Run 1, met3 routing:
The bar under the picture is 20 um long.
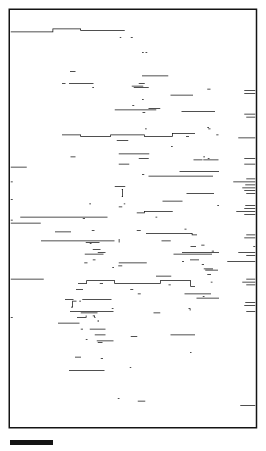
Run 1, met2 routing:
Cells faint in the background.
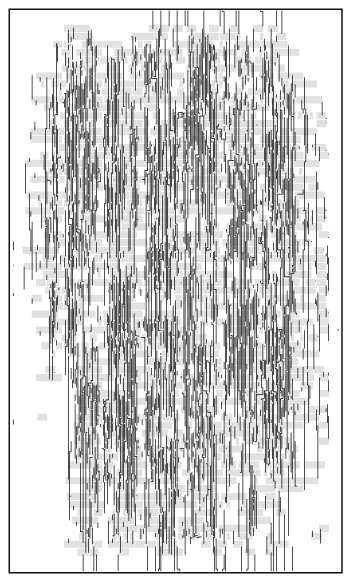
Run 1, track usage over the die:
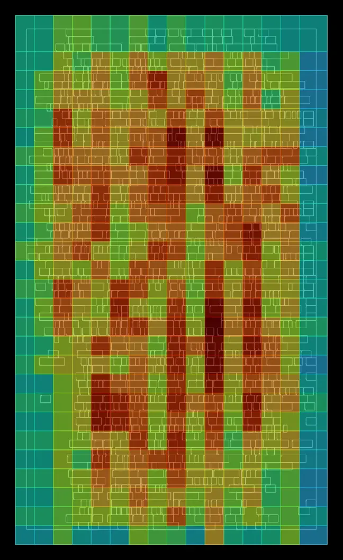
==> src/rtl/beam_trigger_pkg.sv <==
// Shared types and helpers for the beam trigger holdoff scaler.
// Count word, holdoff FSM state and saturating increment.
package beam_trigger_pkg;

  localparam int unsigned CNT_W = 32;
  localparam int unsigned SAT_W = 64;

  typedef logic [CNT_W-1:0] count_t;

  typedef enum logic {
    IDLE,
    HOLD
  } hold_state_e;

  // Add inc to v, clamping at 2^w-1 (w <= SAT_W).
  function automatic logic [SAT_W-1:0] sat_inc(
    input logic [SAT_W-1:0] v,
    input logic             inc,
    input int unsigned      w
  );
    logic [SAT_W-1:0] maxv;
    if (w >= SAT_W) maxv = '1;
    else maxv = (SAT_W'(1) << w) - SAT_W'(1);
    if (inc && (v < maxv)) return v + SAT_W'(1);
    return v;
  endfunction

endpackage

==> src/rtl/beam_holdoff.sv <==
// Per-beam holdoff FSM: accepts a trigger, then ignores the
// beam for HOLDOFF_CLOCKS cycles. Emits a registered pulse.
module beam_holdoff
  import beam_trigger_pkg::*;
#(
  parameter int unsigned HOLDOFF_CLOCKS = 16
) (
  input  logic clk_i,
  input  logic rst_ni,
  input  logic en_i,
  input  logic trig_i,
  output logic trig_o,
  output logic accept_o
);

  localparam int unsigned HW =
    (HOLDOFF_CLOCKS > 0) ? $clog2(HOLDOFF_CLOCKS + 1) : 1;

  hold_state_e   state_q, state_d;
  logic [HW-1:0] cnt_q, cnt_d;
  logic          trig_q;

  // State, holdoff counter and output pulse registers.
  always_ff @(posedge clk_i or negedge rst_ni) begin
    if (!rst_ni) begin
      state_q <= IDLE;
      cnt_q   <= '0;
      trig_q  <= 1'b0;
    end else begin
      state_q <= state_d;
      cnt_q   <= cnt_d;
      trig_q  <= accept_o;
    end
  end

  // Next state: load on accept, count down, release at 1.
  always_comb begin
    state_d = state_q;
    cnt_d   = cnt_q;
    if (!en_i) begin
      state_d = IDLE;
      cnt_d   = '0;
    end else begin
      unique case (state_q)
        IDLE: begin
          if (accept_o && (HOLDOFF_CLOCKS > 0)) begin
            state_d = HOLD;
            cnt_d   = HW'(HOLDOFF_CLOCKS);
          end
        end
        HOLD: begin
          cnt_d = cnt_q - HW'(1);
          if (cnt_q == HW'(1)) state_d = IDLE;
        end
      endcase
    end
  end

  // Accept strobe: enabled, idle and trigger present.
  always_comb begin
    accept_o = en_i && (state_q == IDLE) && trig_i;
  end

  assign trig_o = trig_q;

endmodule

==> src/rtl/beam_trigger_holdoff_scaler.sv <==
// Holdoff, per-period trigger counting and snapshot handshake.
// Optional raw_count_o via BEAM_TRIGGER_RAW_COUNT_EN.
module beam_trigger_holdoff_scaler
  import beam_trigger_pkg::*;
#(
  parameter int unsigned NBEAMS         = 2,
  parameter int unsigned HOLDOFF_CLOCKS = 16,
  parameter int unsigned PERIOD_CLOCKS  = 375000000,
  parameter int unsigned COUNT_BITS     = CNT_W
) (
  input  logic                                 aclk,
  input  logic                                 aresetn,
  input  logic                                 enable_i,
  input  logic [NBEAMS-1:0]                    trig_i,
  output logic [NBEAMS-1:0]                    trig_o,
  output logic [NBEAMS-1:0][COUNT_BITS-1:0]    count_o,
  output logic                                 count_valid_o,
  input  logic                                 count_ack_i,
  output logic                                 overrun_o
`ifdef BEAM_TRIGGER_RAW_COUNT_EN
  ,
  output logic [NBEAMS-1:0][COUNT_BITS-1:0]    raw_count_o
`endif
);

  localparam int unsigned PW = $clog2(PERIOD_CLOCKS);

  logic [PW-1:0]     per_q, per_d;
  logic              valid_q, valid_d;
  logic              ovr_q, ovr_d;
  logic              term;
  logic [NBEAMS-1:0] acc;

  assign term = enable_i && (per_q == PW'(PERIOD_CLOCKS - 1));

  // Period counter, snapshot valid and overrun next state.
  always_comb begin
    per_d   = '0;
    valid_d = valid_q;
    ovr_d   = 1'b0;
    if (enable_i && !term) per_d = per_q + PW'(1);
    if (term) begin
      valid_d = 1'b1;
      ovr_d   = valid_q && !count_ack_i;
    end else if (count_ack_i) begin
      valid_d = 1'b0;
    end
  end

  // Period counter and handshake registers.
  always_ff @(posedge aclk or negedge aresetn) begin
    if (!aresetn) begin
      per_q   <= '0;
      valid_q <= 1'b0;
      ovr_q   <= 1'b0;
    end else begin
      per_q   <= per_d;
      valid_q <= valid_d;
      ovr_q   <= ovr_d;
    end
  end

  assign count_valid_o = valid_q;
  assign overrun_o     = ovr_q;

  for (genvar b = 0; b < NBEAMS; b++) begin : g_beam
    logic [COUNT_BITS-1:0] run_q, run_inc, snap_q;

    beam_holdoff #(
      .HOLDOFF_CLOCKS(HOLDOFF_CLOCKS)
    ) u_hold (
      .clk_i   (aclk),
      .rst_ni  (aresetn),
      .en_i    (enable_i),
      .trig_i  (trig_i[b]),
      .trig_o  (trig_o[b]),
      .accept_o(acc[b])
    );

    assign run_inc = COUNT_BITS'(
      sat_inc(SAT_W'(run_q), acc[b], COUNT_BITS));

    // Running count; terminal cycle folds it into the snapshot.
    always_ff @(posedge aclk or negedge aresetn) begin
      if (!aresetn) begin
        run_q  <= '0;
        snap_q <= '0;
      end else begin
        if (!enable_i || term) run_q <= '0;
        else run_q <= run_inc;
        if (term) snap_q <= run_inc;
      end
    end

    assign count_o[b] = snap_q;

`ifdef BEAM_TRIGGER_RAW_COUNT_EN
    logic [COUNT_BITS-1:0] raw_q, raw_inc, raw_snap_q;

    assign raw_inc = COUNT_BITS'(
      sat_inc(SAT_W'(raw_q), enable_i && trig_i[b], COUNT_BITS));

    // Raw count of every high trigger cycle, same snapshot timing.
    always_ff @(posedge aclk or negedge aresetn) begin
      if (!aresetn) begin
        raw_q      <= '0;
        raw_snap_q <= '0;
      end else begin
        if (!enable_i || term) raw_q <= '0;
        else raw_q <= raw_inc;
        if (term) raw_snap_q <= raw_inc;
      end
    end

    assign raw_count_o[b] = raw_snap_q;
`endif
  end

endmodule

==> config.mk <==
export PLATFORM = sky130hd
export DESIGN_NAME = beam_trigger_holdoff_scaler
export DESIGN_NICKNAME = d
export VERILOG_FILES = /design/src/rtl/beam_trigger_pkg.sv /design/src/rtl/beam_holdoff.sv /design/src/rtl/beam_trigger_holdoff_scaler.sv
export SDC_FILE = /design/constraint.sdc
export NUM_CORES = 1
export LEC_CHECK = 0
export CAP_MARGIN = 15
export CORE_ASPECT_RATIO = 1.75
export CORE_MARGIN = 4
export CORE_UTILIZATION = 45
export DETAILED_ROUTE_END_ITERATION = 6
export GPL_ROUTABILITY_DRIVEN = 0
export HOLD_SLACK_MARGIN = 0.02
export PLACE_DENSITY_LB_ADDON = 0.2
export SLEW_MARGIN = 15
export SYNTH_ARGS = -nofsm -noshare
export SYNTH_HDL_FRONTEND = slang
export SYNTH_SLANG_ARGS = --single-unit
==> constraint.sdc <==
create_clock -name aclk -period 2.1 [get_ports aclk]
set_input_delay 0.315 -clock aclk [delete_from_list [all_inputs] [get_ports aclk]]
set_output_delay 0.315 -clock aclk [all_outputs]
set_load 0.01 [all_outputs]
==> impl_metrics.json, run 1 <==
{
  "io_buffers": 73,
  "comb_area_share_pct": 36.6,
  "tap_cells": 241,
  "highest_layer": "met4",
  "number_of_buffers_outside_the_clock_class_in_the_layout": 273,
  "dominant-cell-class": "combinational gates",
  "crit_path_max_incr_delay_ns": 0.47,
  "layout_top_cells_excl_fill_tap": "buf_4 (173), dfrtp_1 (172), nand2_1 (95)",
  "die_area_sq_um": 21900,
  "design.portCount": 74,
  "pin_count_of_the_biggest_net_entering_global_routing": 51,
  "final.fill_count": 1593,
  "grt_first_pass_wirelength_um": 39900,
  "finalClockPeriodUsage_pct": 102,
  "cts_made_buffers": 17,
  "synth-xor-area-share_pct": 5.20,
  "post_cts.resized_instances": 10,
  "comb.multi_input.count": 681,
  "design.final.nets": 1175,
  "post_layout_nonfiller_instances": 1415,
  "yosys.area_share.adder_pct": 0.999,
  "pint_mw": 5.48,
  "floorplan.rows": 67,
  "cp-startpoint": "per_q[13]",
  "wl_met1_um": 9640,
  "yosys-stat-cells": 920,
  "run_status": "complete, but fails checks",
  "cts_buffer_depth": 2,
  "num_antenna_cells": 0,
  "postCtsSetupBuffers": 1,
  "critical_path.endpoint": "g_beam[0].snap_q[29]",
  "worst_hold_path_type": "input pin to asynchronous set/reset pin",
  "average_detailed_routed_wire_length_per_instance_um": 18.3,
  "yosys.area_share.aoi_pct": 12.3,
  "simple_gate_share_pct": 28.3,
  "slew_at_the_pin_closest_to_its_max_slew_limit_ns": 0.525,
  "drcViolationCount": 0,
  "seq_cell_count": 173,
  "detail-route-antenna-nets": 0,
  "leakage_nw": 5.26,
  "dominant_power_group": "registers",
  "critPathCaptureType": "flop",
  "maxSlewViolCount": 0,
  "violations": "negative setup slack",
  "fp.dieW_um": 114,
  "pg_comb_mw": 0.412,
  "totalPowerFinal_mw": 7.05,
  "reg2reg_depth": 6,
  "nNonClkInverters": 16,
  "worst_setup_path_start_kind": "flop",
  "share_of_cells_above_drive_strength_1_pct": 25.8,
  "avgViaCountPerCell": 5.80,
  "ctsHtreeMaxLevel": 4,
  "critical_path_depth": 6,
  "met2_length_um": 14200,
  "layout_top_cell_excl_fill_tap": "buf_4",
  "worst_hold_slack_ns": 0.400,
  "gr-max-usage-layer": "met2",
  "timing.rr.start": "per_q[13]",
  "clk_pin_slew_worst_paths_ns": 0.06,
  "combPwrFrac_pct": 5.8,
  "openroad.warnings": 29,
  "power.share.sequential_pct": 48.5,
  "dominant_cell_area_share_pct": 49.4,
  "synth.top_cells.by_area": "dfrtp_1 (49%), nand2_1 (4.2%), xnor2_1 (3.8%)",
  "finalHoldViolCount": 0,
  "syn_inst": 920,
  "detail_route.first_pass.iterations": 5,
  "timing.setup.tns_ns": -0.340,
  "async_reset_ff_share_pct": 100,
  "yosys_warnings": 0,
  "enable_flop_cells": 0,
  "syn_area_per_cell_sq_um": 9.53,
  "crit_slowest_cell": "or3_4",
  "buf_share_pct": 20.3,
  "core_area_sq_um": 19200,
  "r2r_end": "g_beam[0].snap_q[29]",
  "die.size.y_um": 193,
  "timing.critical_path.max_delay_family": "simple AND/OR/NAND/NOR gates",
  "dp_worst_setup_slack_ns": -0.480,
  "synth_cell_types": 62,
  "vias_in_the_first_global_route": 8166,
  "design_area_sq_um": 12200,
  "clock_tree_area_fraction_pct": 4.78,
  "worst_slew_margin_rel_pct": 65.0,
  "share_clk_of_total_power_pct": 45.7,
  "syn2layout_area_growth_pct": 39.6,
  "layout_setup_ws_ns": -0.0319,
  "max_fclk_ghz": 0.469,
  "dpl_cell_area_sq_um": 11000,
  "swShare_pct": 22.3,
  "grt_antenna_before_repair": 0,
  "clkSinkCount": 173,
  "crit_chain": "nor4_2 > nand4_1 > or3_4 > buf_12 > or4_4 > nand3_2",
  "finClkSkew_ns": 0.00851,
  "cp_data_required_time_ns": 2.48,
  "layout.area.comb_sq_um": 4470,
  "yosys-top-cells-count": "dfrtp_1 (173), nand2_1 (97), nor2_1 (78)",
  "dp_hpwl_um": 17700,
  "criticalPathCategory": "flop to flop",
  "setup.reg_to_reg.worst_slack_ns": -0.03,
  "grt.met1_usage_pct": 25.0,
  "route.met3.wl_um": 980,
  "largest_registers": "g_beam.run_q x64, g_beam.snap_q x64, per_q x29",
  "netlist.top_cell.by_area": "dfrtp_1",
  "detailedRoute.firstIterationViolations": 553,
  "grt_usage_pct": 23.0,
  "pwr_cell_area_nw_per_um2": 576,
  "holdBufCountCts": 1,
  "rsz0062_at_grt": "true",
  "synth.yosys.seq_area_share_pct": 49.4,
  "tritoncts": "yes",
  "synth.comb.largest_family": "simple AND/OR/NAND/NOR gates",
  "finalSetupViolCount": 20,
  "overflow": 0,
  "flop_area_sq_um": 4330,
  "seq_cell_power_mw": 3.42,
  "worst_ep_arrival_time_ns": 2.51,
  "p_switching_mw": 1.57,
  "drv_cap": 0,
  "ys_ff": 173,
  "syn_nets": 933
}
## Picture notes: 'met3 routing'
wire length on this layer: 981 um
longest straight run: 40.0 um
main direction: horizontal
via count: 8202
final wirelength: 25900 um
met3 demand-to-capacity share in global routing: 3.98%

## Picture notes: 'met2 routing'
nets with wire on the layer: 1047
wire length on this layer: 14200 um
main direction: vertical

## Picture notes: 'track usage over the die'
global-route met2 utilization: 42.6%
final core utilization: 63.7%

## Run 2: what changed since run 1
ABC_AREA = 1   (was default)
SKIP_LAST_GASP = 1   (was default)
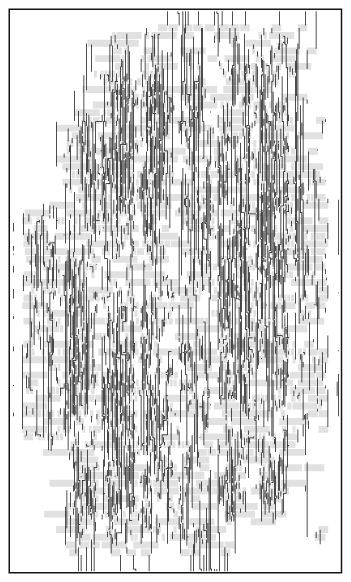
Run 2: met2 routing
Cells faint in the background.
main direction: vertical
wire length on this layer: 12600 um
longest straight run: 61.9 um
nets with wire on the layer: 1113
share of all routed wire: 53%
via count: 8264
global-route met2 utilization: 40.1%
final wirelength: 23500 um

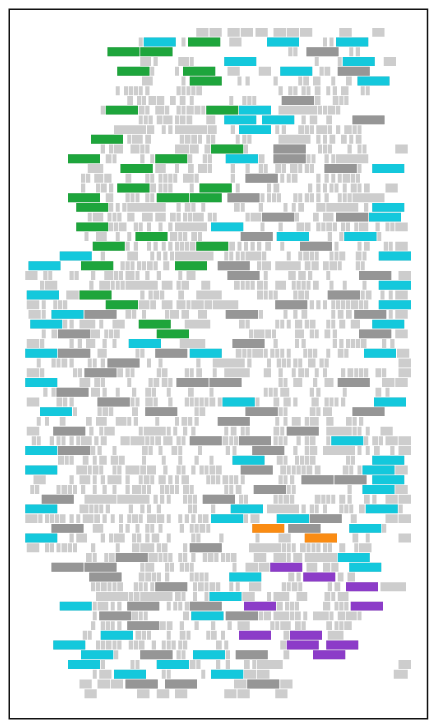
Run 2: sequential cells grouped by signal name
Other sequential cells in the stronger grey, the rest of the logic in the fainter grey.
legend:
  orange:
    signal: g_beam.u_hold.state_q
    sequential_cells: 2
  green:
    signal: per_q
    sequential_cells: 29
  purple:
    signal: g_beam.u_hold.cnt_q
    sequential_cells: 10
    where: south-east
  cyan:
    signal: g_beam.snap_q
    sequential_cells: 64
    where: spread over the die

==> run 2 against run 1 <==
- the run now ends clean
- global-route usage shrank 1.0 points
- clock skew shrank 0.00069 ns
- worst setup slack gained 0.26 ns
- sequential share of layout area grew 3.4 points
- flip-flop count is the same
- critical endpoint is now g_beam[1].run_q[13]
==> impl_metrics.json, run 2 <==
{
  "run_status": "complete, no violations",
  "enable_flop_cells": 0,
  "simple_gate_share_pct": 39.0,
  "core_area_sq_um": 20300,
  "overflow": 0,
  "num_antenna_cells": 0,
  "finalHoldViolCount": 0,
  "swShare_pct": 23.8,
  "yosys-stat-cells": 1299,
  "flop_area_sq_um": 4330,
  "timing.critical_path.max_delay_family": "simple AND/OR/NAND/NOR gates",
  "cp-startpoint": "per_q[1]",
  "fp.dieW_um": 117,
  "dpl_cell_area_sq_um": 10500,
  "crit_slowest_cell": "dfrtp_1",
  "dominant_cell_area_share_pct": 46.6,
  "cts_buffer_depth": 2,
  "comb_area_share_pct": 38.4,
  "dp_hpwl_um": 17600,
  "detailedRoute.firstIterationViolations": 535,
  "clk_pin_slew_worst_paths_ns": 0.07,
  "wl_met1_um": 9490,
  "average_detailed_routed_wire_length_per_instance_um": 14.2,
  "syn_inst": 1299,
  "async_reset_ff_share_pct": 100,
  "pin_count_of_the_biggest_net_entering_global_routing": 63,
  "post_cts.resized_instances": 0,
  "dp_worst_setup_slack_ns": 0.0115,
  "post_layout_nonfiller_instances": 1656,
  "die_area_sq_um": 23100,
  "r2r_end": "g_beam[1].run_q[13]",
  "pint_mw": 5.39,
  "worst_hold_path_type": "input pin to asynchronous set/reset pin",
  "die.size.y_um": 198,
  "worst_ep_arrival_time_ns": 2.19,
  "share_of_cells_above_drive_strength_1_pct": 6.61,
  "timing.setup.tns_ns": 0,
  "pwr_cell_area_nw_per_um2": 635,
  "syn_area_per_cell_sq_um": 7.15,
  "p_switching_mw": 1.69,
  "synth.yosys.seq_area_share_pct": 46.6,
  "worst_slew_margin_rel_pct": 64.4,
  "grt_antenna_before_repair": 0,
  "comb.multi_input.count": 963,
  "crit_path_max_incr_delay_ns": 0.39,
  "dominant-cell-class": "flip-flops and latches",
  "route.met3.wl_um": 635,
  "worst_hold_slack_ns": 0.414,
  "ys_ff": 173,
  "met2_length_um": 12600,
  "slew_at_the_pin_closest_to_its_max_slew_limit_ns": 0.534,
  "detail_route.first_pass.iterations": 5,
  "io_buffers": 73,
  "number_of_buffers_outside_the_clock_class_in_the_layout": 112,
  "postCtsSetupBuffers": 0,
  "max_fclk_ghz": 0.534,
  "synth.comb.largest_family": "simple AND/OR/NAND/NOR gates",
  "grt_usage_pct": 22.0,
  "leakage_nw": 5.19,
  "design.final.nets": 1408,
  "yosys-top-cells-count": "nand2_1 (485), nor2_1 (195), dfrtp_1 (173)",
  "critical_path_depth": 11
}
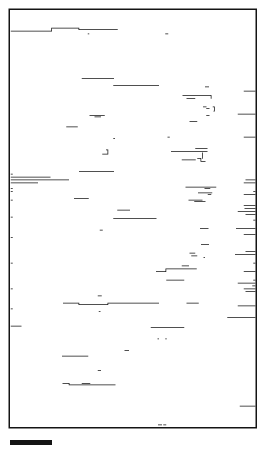
Run 2: met3 routing
The bar under the picture is 20 um long.
longest straight run: 27.4 um
share of all routed wire: 2.7%

